[src/rtl/pixel_pkg.sv]
// Shared types for the per-pixel filter pipeline: channel width, raster
// coordinate width and the packed RGB pixel.
package pixel_pkg;

  localparam int PIX_W = 8;
  localparam int POS_W = 12;
  localparam int RGB_W = 3 * PIX_W;

  typedef struct packed {
    logic [PIX_W-1:0] r;
    logic [PIX_W-1:0] g;
    logic [PIX_W-1:0] b;
  } rgb_t;

  typedef logic [POS_W-1:0] pos_t;

endpackage

[src/rtl/pixel_feeder_if.sv]
// Upstream pixel stream plus filter-side presentation bus of pixel_feeder.
// SYNC_ERR exists only when PIXEL_FEEDER_SOF_RESYNC_EN is defined.
interface pixel_feeder_if;
  import pixel_pkg::*;

  logic             S_VALID;
  logic             S_READY;
  logic [RGB_W-1:0] S_DATA;
  logic             S_SOF;
  logic             SINK_SPACE;
  logic             READY;
  logic             RDEN;
  pos_t             POSX;
  pos_t             POSY;
  logic [PIX_W-1:0] OUT_R;
  logic [PIX_W-1:0] OUT_G;
  logic [PIX_W-1:0] OUT_B;
  logic             FRAME_DONE;
`ifdef PIXEL_FEEDER_SOF_RESYNC_EN
  logic             SYNC_ERR;

  modport master (
    output S_VALID, S_DATA, S_SOF, SINK_SPACE, RDEN,
    input  S_READY, READY, POSX, POSY, OUT_R, OUT_G, OUT_B, FRAME_DONE, SYNC_ERR
  );

  modport slave (
    input  S_VALID, S_DATA, S_SOF, SINK_SPACE, RDEN,
    output S_READY, READY, POSX, POSY, OUT_R, OUT_G, OUT_B, FRAME_DONE, SYNC_ERR
  );
`else
  modport master (
    output S_VALID, S_DATA, S_SOF, SINK_SPACE, RDEN,
    input  S_READY, READY, POSX, POSY, OUT_R, OUT_G, OUT_B, FRAME_DONE
  );

  modport slave (
    input  S_VALID, S_DATA, S_SOF, SINK_SPACE, RDEN,
    output S_READY, READY, POSX, POSY, OUT_R, OUT_G, OUT_B, FRAME_DONE
  );
`endif

endinterface

[src/rtl/sync_fifo_fwft.sv]
// Single-clock first-word-fall-through FIFO with a registered head word and
// registered full/empty flags. DEPTH must be a power of two, >= 2.
module sync_fifo_fwft #(
  parameter int WIDTH = 24,
  parameter int DEPTH = 16
) (
  input  logic             CLK,
  input  logic             RST,
  input  logic             wr_en,
  input  logic [WIDTH-1:0] din,
  input  logic             rd_en,
  output logic [WIDTH-1:0] dout,
  output logic             full,
  output logic             empty
);

  localparam int AW = $clog2(DEPTH);
  localparam int CW = AW + 1;

  logic [WIDTH-1:0] mem [DEPTH];
  logic [AW-1:0]    wr_ptr;
  logic [AW-1:0]    rd_ptr;
  logic [AW-1:0]    rd_ptr_nxt;
  logic [CW-1:0]    count;
  logic [CW-1:0]    count_nxt;
  logic             push;
  logic             pop;

  // Flags come from registers only, so a pop never frees a slot for a
  // push in the same cycle.
  assign push       = wr_en && !full;
  assign pop        = rd_en && !empty;
  assign rd_ptr_nxt = rd_ptr + AW'(1);

  always_comb begin
    count_nxt = count;
    case ({push, pop})
      2'b10:   count_nxt = count + CW'(1);
      2'b01:   count_nxt = count - CW'(1);
      default: count_nxt = count;
    endcase
  end

  always_ff @(posedge CLK) begin
    if (push) mem[wr_ptr] <= din;
  end

  always_ff @(posedge CLK or posedge RST) begin
    if (RST) begin
      wr_ptr <= '0;
      rd_ptr <= '0;
      count  <= '0;
      full   <= 1'b0;
      empty  <= 1'b1;
      dout   <= '0;
    end else begin
      if (push) wr_ptr <= wr_ptr + AW'(1);
      if (pop)  rd_ptr <= rd_ptr_nxt;
      count <= count_nxt;
      full  <= (count_nxt == CW'(DEPTH));
      empty <= (count_nxt == '0);
      // Head reload: next stored word, or the incoming word when the
      // queue is (or is about to be) otherwise empty. When drained the
      // head keeps the last popped word.
      if (pop && count > CW'(1))
        dout <= mem[rd_ptr_nxt];
      else if (push && (empty || (pop && count == CW'(1))))
        dout <= din;
    end
  end

endmodule

[src/rtl/pixel_feeder.sv]
// Buffers the upstream RGB stream and presents one pixel per cycle with its
// raster position. Optional SOF resync: PIXEL_FEEDER_SOF_RESYNC_EN.
module pixel_feeder
  import pixel_pkg::*;
#(
  parameter int FRAME_W    = 640,
  parameter int FRAME_H    = 480,
  parameter int FIFO_DEPTH = 16
) (
  input  logic         CLK,
  input  logic         RST,
  pixel_feeder_if.slave bus
);

`ifdef PIXEL_FEEDER_SOF_RESYNC_EN
  localparam int FW = RGB_W + 1;
`else
  localparam int FW = RGB_W;
`endif

  localparam pos_t X_LAST = pos_t'(FRAME_W - 1);
  localparam pos_t Y_LAST = pos_t'(FRAME_H - 1);

  logic [FW-1:0] fifo_din;
  logic [FW-1:0] fifo_dout;
  logic          fifo_full;
  logic          fifo_empty;
  logic          alive;
  logic          resync;
  logic          ready;
  logic          pop;
  rgb_t          head;
  pos_t          posx;
  pos_t          posy;
  logic          frame_done;

`ifdef PIXEL_FEEDER_SOF_RESYNC_EN
  logic          sync_err;

  assign fifo_din = {bus.S_SOF, bus.S_DATA};
  // A SOF pixel arriving mid-frame costs one dead cycle while the
  // counters snap back to the origin.
  assign resync   = !fifo_empty && fifo_dout[RGB_W] && ((posx != '0) || (posy != '0));
  assign bus.SYNC_ERR = sync_err;
`else
  assign fifo_din = bus.S_DATA;
  assign resync   = 1'b0;
`endif

  sync_fifo_fwft #(
    .WIDTH (FW),
    .DEPTH (FIFO_DEPTH)
  ) u_fifo (
    .CLK   (CLK),
    .RST   (RST),
    .wr_en (bus.S_VALID && alive),
    .din   (fifo_din),
    .rd_en (pop),
    .dout  (fifo_dout),
    .full  (fifo_full),
    .empty (fifo_empty)
  );

  assign head  = rgb_t'(fifo_dout[RGB_W-1:0]);
  // Filters cannot stall, so only present when the sink can take a result.
  assign ready = !fifo_empty && bus.SINK_SPACE && !resync;
  assign pop   = bus.RDEN && ready;

  always_ff @(posedge CLK or posedge RST) begin
    if (RST) begin
      alive      <= 1'b0;
      posx       <= '0;
      posy       <= '0;
      frame_done <= 1'b0;
`ifdef PIXEL_FEEDER_SOF_RESYNC_EN
      sync_err   <= 1'b0;
`endif
    end else begin
      alive      <= 1'b1;
      frame_done <= 1'b0;
`ifdef PIXEL_FEEDER_SOF_RESYNC_EN
      sync_err   <= resync;
`endif
      if (resync) begin
        posx <= '0;
        posy <= '0;
      end else if (pop) begin
        if (posx == X_LAST) begin
          posx <= '0;
          if (posy == Y_LAST) begin
            posy       <= '0;
            frame_done <= 1'b1;
          end else begin
            posy <= posy + pos_t'(1);
          end
        end else begin
          posx <= posx + pos_t'(1);
        end
      end
    end
  end

  assign bus.S_READY    = alive && !fifo_full;
  assign bus.READY      = ready;
  assign bus.POSX       = posx;
  assign bus.POSY       = posy;
  assign bus.OUT_R      = head.r;
  assign bus.OUT_G      = head.g;
  assign bus.OUT_B      = head.b;
  assign bus.FRAME_DONE = frame_done;

endmodule

[src/flat_wrapper.sv]
// flat-port wrapper written by rule: the top's interface ports become plain ports
module pixel_feeder_flat import pixel_pkg::*;
#(
  parameter int FRAME_W    = 640,
  parameter int FRAME_H    = 480,
  parameter int FIFO_DEPTH = 16
)
  (CLK, RST, bus_S_VALID, bus_S_DATA, bus_S_SOF, bus_SINK_SPACE, bus_RDEN, bus_S_READY, bus_READY, bus_POSX, bus_POSY, bus_OUT_R, bus_OUT_G, bus_OUT_B, bus_FRAME_DONE);
  pixel_feeder_if bus_i ();
  input  logic CLK;
  input  logic RST;
  input wire logic [$bits(bus_i.S_VALID)-1:0] bus_S_VALID;
  input wire logic [$bits(bus_i.S_DATA)-1:0] bus_S_DATA;
  input wire logic [$bits(bus_i.S_SOF)-1:0] bus_S_SOF;
  input wire logic [$bits(bus_i.SINK_SPACE)-1:0] bus_SINK_SPACE;
  input wire logic [$bits(bus_i.RDEN)-1:0] bus_RDEN;
  output wire logic [$bits(bus_i.S_READY)-1:0] bus_S_READY;
  output wire logic [$bits(bus_i.READY)-1:0] bus_READY;
  output wire logic [$bits(bus_i.POSX)-1:0] bus_POSX;
  output wire logic [$bits(bus_i.POSY)-1:0] bus_POSY;
  output wire logic [$bits(bus_i.OUT_R)-1:0] bus_OUT_R;
  output wire logic [$bits(bus_i.OUT_G)-1:0] bus_OUT_G;
  output wire logic [$bits(bus_i.OUT_B)-1:0] bus_OUT_B;
  output wire logic [$bits(bus_i.FRAME_DONE)-1:0] bus_FRAME_DONE;
  assign bus_i.S_VALID = bus_S_VALID;
  assign bus_i.S_DATA = bus_S_DATA;
  assign bus_i.S_SOF = bus_S_SOF;
  assign bus_i.SINK_SPACE = bus_SINK_SPACE;
  assign bus_i.RDEN = bus_RDEN;
  assign bus_S_READY = bus_i.S_READY;
  assign bus_READY = bus_i.READY;
  assign bus_POSX = bus_i.POSX;
  assign bus_POSY = bus_i.POSY;
  assign bus_OUT_R = bus_i.OUT_R;
  assign bus_OUT_G = bus_i.OUT_G;
  assign bus_OUT_B = bus_i.OUT_B;
  assign bus_FRAME_DONE = bus_i.FRAME_DONE;
  pixel_feeder #(.FRAME_W(FRAME_W), .FRAME_H(FRAME_H), .FIFO_DEPTH(FIFO_DEPTH)) u_core (.CLK(CLK), .RST(RST), .bus(bus_i));
endmodule
[config.mk]
export PLATFORM = sky130hd
export DESIGN_NAME = pixel_feeder_flat
export DESIGN_NICKNAME = d
export VERILOG_FILES = /design/src/rtl/pixel_pkg.sv /design/src/rtl/pixel_feeder_if.sv /design/src/rtl/sync_fifo_fwft.sv /design/src/rtl/pixel_feeder.sv /design/src/flat_wrapper.sv
export SDC_FILE = /design/constraint.sdc
export NUM_CORES = 1
export LEC_CHECK = 0
export CAP_MARGIN = 0
export CORE_MARGIN = 4
export CORE_UTILIZATION = 30
export DETAILED_ROUTE_END_ITERATION = 6
export PLACE_DENSITY = 0.49
export REMOVE_ABC_BUFFERS = 1
export SETUP_SLACK_MARGIN = 0.4
export SLEW_MARGIN = 20
export SYNTH_ARGS = -nofsm -noshare
export SYNTH_HDL_FRONTEND = slang
export SYNTH_HIERARCHICAL = 1
export SYNTH_SLANG_ARGS = --single-unit
[constraint.sdc]
create_clock -name CLK -period 6.5 [get_ports CLK]
set_clock_uncertainty 0.1 [all_clocks]
set_input_delay 1.3 -clock CLK [delete_from_list [all_inputs] [get_ports CLK]]
set_output_delay 1.3 -clock CLK [all_outputs]
set_load 0.01 [all_outputs]
Run 1, M1 wires:
Supply wires on this layer in grey.
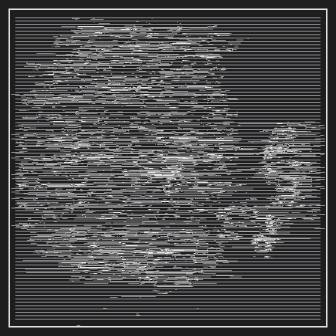
longest straight run = 93.8 um
share of all routed wire = 48%
main direction = horizontal

Run 1, metal 3:
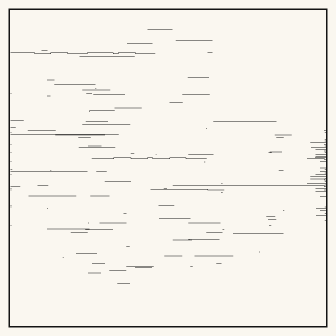
nets with wire on the layer = 85
longest straight run = 122 um
share of all routed wire = 4.3%
main direction = horizontal
total wire length: 42,900 um
routed via count: 9,350
global routing usage on met3: 2.41%

==> results.yml, run 1 <==
# physical design summary
status:
  status: "complete, no violations"
place:
  placed_area_sq_um: 19900
  final_weighted_congestion_of_routability_driven_global_placement: 0.722
  hpwl_um: 23700
  port_buffer_cells: 79
cells_and_area:
  final-clk-cell-share_pct: 6.70
  area_growth_pct: 18.2
  seq_share_pct: 61.5
  nets: 1122
  final_common_cell: "edfxtp_1"
  non_clock_inverter_count: 62
  final-nonclk-buf-share_pct: 4.87
  diodes: 1
  regArea_sq_um: 13200
  largest_reg_flops: 384
  nClkBuffers: 63
  finish.utilization_pct: 36.1
  largestClassByArea: "flip-flops and latches"
  final_layout_top_logic_cells: "edfxtp_1, mux4_2, clkdlybuf4s50_1"
  n_all_buffers: 103
  multi_input_comb_cells: 416
  layout.area.comb_sq_um: 4560
  reg_top3: "u_core/u_fifo/mem x384, u_core/u_fifo/dout x24"
  nFillCells: 5581
sta:
  finalCriticalPeriod_ps: 3890
  setup_viol: 0
  timing_worst_slew_pin_value_ps: 1130
  final_count_of_pins_violating_max_slew: 0
worst_setup_path:
  cp_common_cell: "clkdlybuf4s50_1"
  worst_ep_required_time_ps: 5100
  r2r_cells: 7
  critical_path.startpoint: "bus_SINK_SPACE"
  setup.worst_path.end_class: "primary output"
  timing.critical_path.cells: "clkdlybuf4s50_1, nor2b_1, clkdlybuf4s50_1"
  crit_path_end: "bus_READY"
  crit_path_start_kind: "input pin"
  worst_r2r_endpoint: "u_core/u_fifo/dout[12]"
  cpMaxStageDelayCell: "clkdlybuf4s50_1"
cts:
  root_buffer: "clkbuf_16"
  numClockSinks: 449
  cts.clk_slew.worst_paths_ps: 60
  cts_tree: "done"
  total_clock_buffers_created_by_cts: 48
  cts_setup_buffers: 0
  cts_resized: 0
  max-clock-path-buffers: 3
logic_synthesis:
  synthFlopType: "edfxtp_1"
  post_synth_inst_count: 977
  muxShareOfSynthArea_pct: 12.4
  post_synth_fa_ha_maj_area_fraction_pct: 0.829
  ys_types: 61
  synth.yosys.warnings: 6
  synthAoiAreaFrac_pct: 6.40
  ys_top_logic_family: "multiplexers"
  number_of_flops_mapped_to_enable_cells_by_yosys: 384
  ys_chip_area_sq_um: 18100
  syn-cell-area_sq_um: 18100
global_routing:
  grt_pass1_wl_um: 64300
  global_route.peak_usage_layer: "met2"
  initial_antenna_violation_count: 2
  grt_pass1_vias: 9699
  gr-usage-met2_pct: 20.8
  groute.layer.met1.usage_pct: 19.5
drt:
  detail_route.wl_per_cell_um: 22.7
  routed_vias_inst: 4.94
  top_layer: "met5"
  met3WireLength_um: 1860
  met2WireLength_um: 19600
  postRouteAntennaNets: 0
  route.detailed.drc: 0
floorplan:
  rows: 89
  floorplan.core_area_sq_um: 59400
  die_h_um: 254
  die_w_um: 254
job:
  log.warning_count: 32
  maxCapViolations: 0
power:
  pwr_density_cell_nw_per_um2: 421
  vdd_drop_max_uv: 385
min_path:
  worst_hold_path.endpoint: "u_core/bus.POSX[8]"
  holdCritStartpoint: "u_core/bus.POSX[8]"
Run 1, clock wiring as the flow saved it:
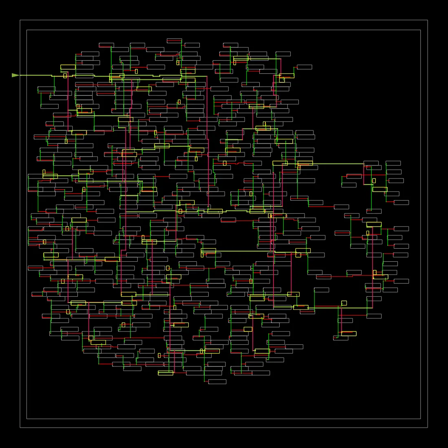
reported clock group power: 2.51 mW
sequential cell count: 449

[run 1: stage by stage]
stage	hold slack (ps)	worst slack, ps	power [mW]	setup TNS [ps]	instances
3_3_place_gp	405	2090	6.60	0	1799
2_1_floorplan	422	-691	5.68	-16360	927
4_1_cts	426	2590	9.16	0	1887
5_1_grt	453	2430	9.52	0	1891
6_report	422	2610	9.02	0	1892
3_5_place_dp	414	2080	6.61	0	1799
[run 1: Yosys cell counts (2+ instances only)]
cell	instances	share of area (%)
nor4_2	3	0.21
nand2b_1	4	0.14
a21boi_0	28	1.2
nor3_2	3	0.17
o211ai_1	3	0.12
xor2_1	5	0.24
and3b_1	2	0.097
nand4_1	8	0.28
nand2_1	25	0.52
and3_1	7	0.24
o31a_1	2	0.097
nor4b_1	2	0.097
a31oi_1	3	0.10
o21ai_0	8	0.22
mux4_2	90	11
o21ai_1	25	0.69
nor3_1	9	0.25
inv_1	61	1.3
xnor2_1	15	0.73
o31ai_1	3	0.12
a211oi_1	23	0.95
ha_1	12	0.83
a22o_1	4	0.19
nor2_1	27	0.56
nor2b_1	6	0.21
buf_4	6	0.25
nand3_1	10	0.28
mux2_2	4	0.25
a21oi_1	6	0.17
dfrtp_1	64	8.8
and4b_1	2	0.11
mux4_1	6	0.87
buf_2	12	0.33
buf_6	9	0.56
edfxtp_1	384	64
nand3b_4	2	0.22
o22ai_1	25	0.86
nand3b_1	3	0.12
a22oi_1	24	0.99
clkbuf_1	21	0.44
[run 1: worst max-delay path, delay by kind of cell]
kind	cells	cell delay [ps]
AND/OR/NAND/NOR	1	140
buffers and inverters	2	1050
[run 1: power breakdown]
group	total, mW	internal (mW)	switching [mW]
sequential	3.61	3.37	0.239
combinational	2.90	1.35	1.55
clock	2.51	1.39	1.13
total	9.02	6.10	2.92
==> run 1 -> run 2 <==
clock period = 3.65 ns   (was 6.5 ns; I/O delays follow)
Run 2, the metal 4 layer:
Bar = 100 um. Supply wires on this layer in grey.
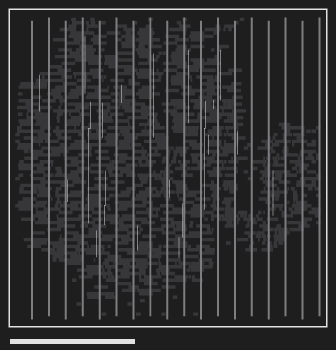
wire length on this layer = 709 um
longest straight run = 76.1 um
nets with wire on the layer = 8
routed via count: 9,508
total wire length: 43,800 um

Run 2, clock wiring as the flow saved it:
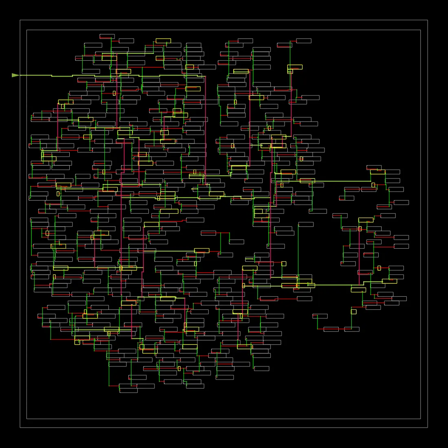
clock latency at the later pin of the worst-skew pair: 590 ps
reported clock group power: 4.66 mW
total clock buffers created by CTS: 48
Clock buffer cells: 72
CTS sink cnt: 449

==> run 2 against run 1 <==
Net effect: clock power rose by 86%; final cell count rose by 1.5%; count of clock-buffer cells in the layout increased by 9; combinational power rose by 84%; worst hold slack worse by 2.6 ps; critical path depth increased by 4; first-iteration DRC count is 4.6% higher; register-to-register slack got worse by 2100 ps; sequential share of layout area down 0.91 points; design area up 1.5%; critical endpoint is now u_core/u_fifo/dout[12]; largest cell class unchanged; highest routed layer unchanged.
==> results.yml, run 2 <==
# physical design summary
cts:
  cts_resized: 0
  cts_setup_buffers: 0
  cts.clk_slew.worst_paths_ps: 60
  root_buffer: "clkbuf_16"
  cts.htree.levels: 2
  cts_tree: "done"
  ctsHoldBuffers: 0
  max-clock-path-buffers: 3
sta:
  final.period_utilization_pct: 75.9
  setup_tns_ps: 0
  remaining_max_slew_budget_at_the_tightest_pin_pct: 36.0
  final-hold-violation-count: 0
  hold_ws_ps: 419
  fmax_mhz: 361
  rsz0062_at_grt: "false"
  timing_worst_slew_pin_value_ps: 960
  setup_viol: 0
  final_count_of_pins_violating_max_slew: 0
  worst_path_setup_slack_after_routing_ps: 878
  finalCriticalPeriod_ps: 2770
logic_synthesis:
  most_common_cell: "edfxtp_1"
  synth_top_area_share_pct: 63.7
  synth-seq-cells: 449
  ys_types: 61
  postSynth.asyncResetShare_pct: 14.5
  synthFlopType: "edfxtp_1"
  synth_sequential_area_ratio_pct: 72.7
  ys_chip_area_sq_um: 18100
  number_of_flops_mapped_to_enable_cells_by_yosys: 384
  post_synth_inst_count: 977
  synthesized_area_per_cell_sq_um: 18.5
  syn-cell-area_sq_um: 18100
  synth_stat.cells: 977
  synth.cells.most_frequent: "edfxtp_1, mux4_2, dfrtp_1"
  post-synth-top-area-cell: "edfxtp_1"
  synth.yosys.warnings: 6
  ys_top_cells_by_area: "edfxtp_1, mux4_2, dfrtp_1"
cells_and_area:
  final_common_cell: "edfxtp_1"
  post_layout_nonfiller_instances: 1921
  final_layout_top_logic_cells: "edfxtp_1, mux4_2, clkdlybuf4s50_1"
  area_growth_pct: 20.0
  largest_reg_flops: 384
  nets: 1150
  nFillCells: 5494
  regMostFlops: "u_core/u_fifo/mem"
  reg_top3: "u_core/u_fifo/mem x384, u_core/u_fifo/dout x24"
  share_of_final_layout_standard_cells_stronger_than_drive_strength_1_pct: 22.2
  final_area_sq_um: 21700
  finish.utilization_pct: 36.6
job:
  log.warning_count: 32
  maxCapViolations: 0
min_path:
  hold_class: "flop to flop"
  worst_hold_path.endpoint: "u_core/bus.POSY[11]"
  min_delay_path_depth: 1
  holdCritStartpoint: "u_core/bus.POSY[11]"
status:
  status: "complete, no violations"
worst_setup_path:
  crit_buf_inv: 1
  setup.worst_path.end_class: "flop"
  critical_path.startpoint: "u_core/u_fifo/rd_ptr[1]"
  r2r_cells: 7
  worstSetupPathDepth: 7
  worst_ep_required_time_ps: 4010
  worst_r2r_endpoint: "u_core/u_fifo/dout[12]"
  r2r_start: "u_core/u_fifo/rd_ptr[1]"
  max_stage_delay_ps: 820
  crit_path_end: "u_core/u_fifo/dout[12]"
  reg2reg_slack_ps: 880
  crit_type: "flop to flop"
  crit_path_start_kind: "flop"
  timing.critical_path.cells: "ha_4, nor2b_1, a32oi_4, buf_4, o22ai_1, a211oi_1, o21ai_1"
  timing.critical_path.max_delay_family: "AND-OR/OR-AND gates"
  critical_path_arrival_ps: 3130
  worst-path-max-fanout: 14
  cpMaxStageDelayCell: "a32oi_4"
floorplan:
  die_h_um: 254
  floorplan.io_pins: 81
  die_w_um: 254
  chipArea_sq_um: 64400
  floorplan.core_util_pct: 30.5
  rows: 89
  floorplan.core_area_sq_um: 59400
place:
  hpwl_um: 25800
  final_weighted_congestion_of_routability_driven_global_placement: 0.733
  placed_area_sq_um: 20200
  place_ws_ps: 351
  placed_cells_incl_taps: 1831
  port_buffer_cells: 79
global_routing:
  grt_pass1_vias: 9741
  grt-ovfl-total: 0
  grt_start_max_net_pins: 60
  initial_antenna_violation_count: 2
  groute.usage.overall_pct: 13.7
  grt_pass1_wl_um: 65400
drt:
  routed_vias_inst: 4.95
  detail_route.wl_per_cell_um: 22.8
  first_iter_violations: 656
  dr.pass1.iters: 5
  postRouteAntennaNets: 0
  route.detailed.drc: 0
power:
  leakage_nw: 7.28
  pwr_density_cell_nw_per_um2: 752
  vdd_drop_max_uv: 534
  total_power_mw: 16.3
run 2: netlist changes by cell type in the layout (fill, tap and decap cells not counted), moves of 3 or more:
| cell | change |
|---|---|
| buf_4 | +24 |
| buf_12 | +7 |
| clkbuf_8 | +6 |
| clkinv_1 | -6 |
| clkinv_2 | -5 |
| buf_16 | -3 |
| clkbuf_1 | +3 |
run 2: cell type report:
cell class                 count  area (sq um)  area share, %
timing repair buffer         131          1280           5.90
clock inverter                17           158          0.726
tap                          773           967           4.45
sequential                   449         13200           60.6
antenna                        1          2.50         0.0115
inverter                      62           233           1.07
multi-input combinational    416          4560           21.0
clock buffer                  72          1360           6.27
run 2: cell families (layout without fill, tap and decap cells):
group | Yosys count | after routing | share of synthesized area (%)
multiplexers | 101 | 101 | 12.4
adder cells (fa/ha/maj) | 12 | 12 | 0.829
other | 1 | 2 | 0.0207
flip-flops | 449 | 449 | 72.7
buffers and inverters | 112 | 282 | 3.00
AND-OR/OR-AND | 164 | 164 | 6.40
XOR/XNOR | 20 | 20 | 0.967
AND/OR/NAND/NOR | 118 | 118 | 3.75
run 2: routing by layer:
metal	global-route usage [%]	share of wire, %	vias up
li1	-	-	4177
met1	19.5	46	5049
met2	22.0	47	223
met3	2.58	5.2	55
met4	3.24	1.6	4
met5	0	0.062	-
run 2: worst register-to-register path, cell delays in order (launching register included):
cell and delay, ps:
dfrtp_1 520, ha_4 280, nor2b_1 120, a32oi_4 820, buf_4 310, o22ai_1 100, a211oi_1 340, o21ai_1 90
run 2: power by group:
part,total [mW],switching (mW),internal (mW),leakage (nW)
Combinational,5.34,2.85,2.48,2.25
Sequential,6.34,0.339,6.00,4.30
Clock,4.66,1.99,2.67,0.733
Power figures rest on the tool's default switching activity, not on a simulated workload.
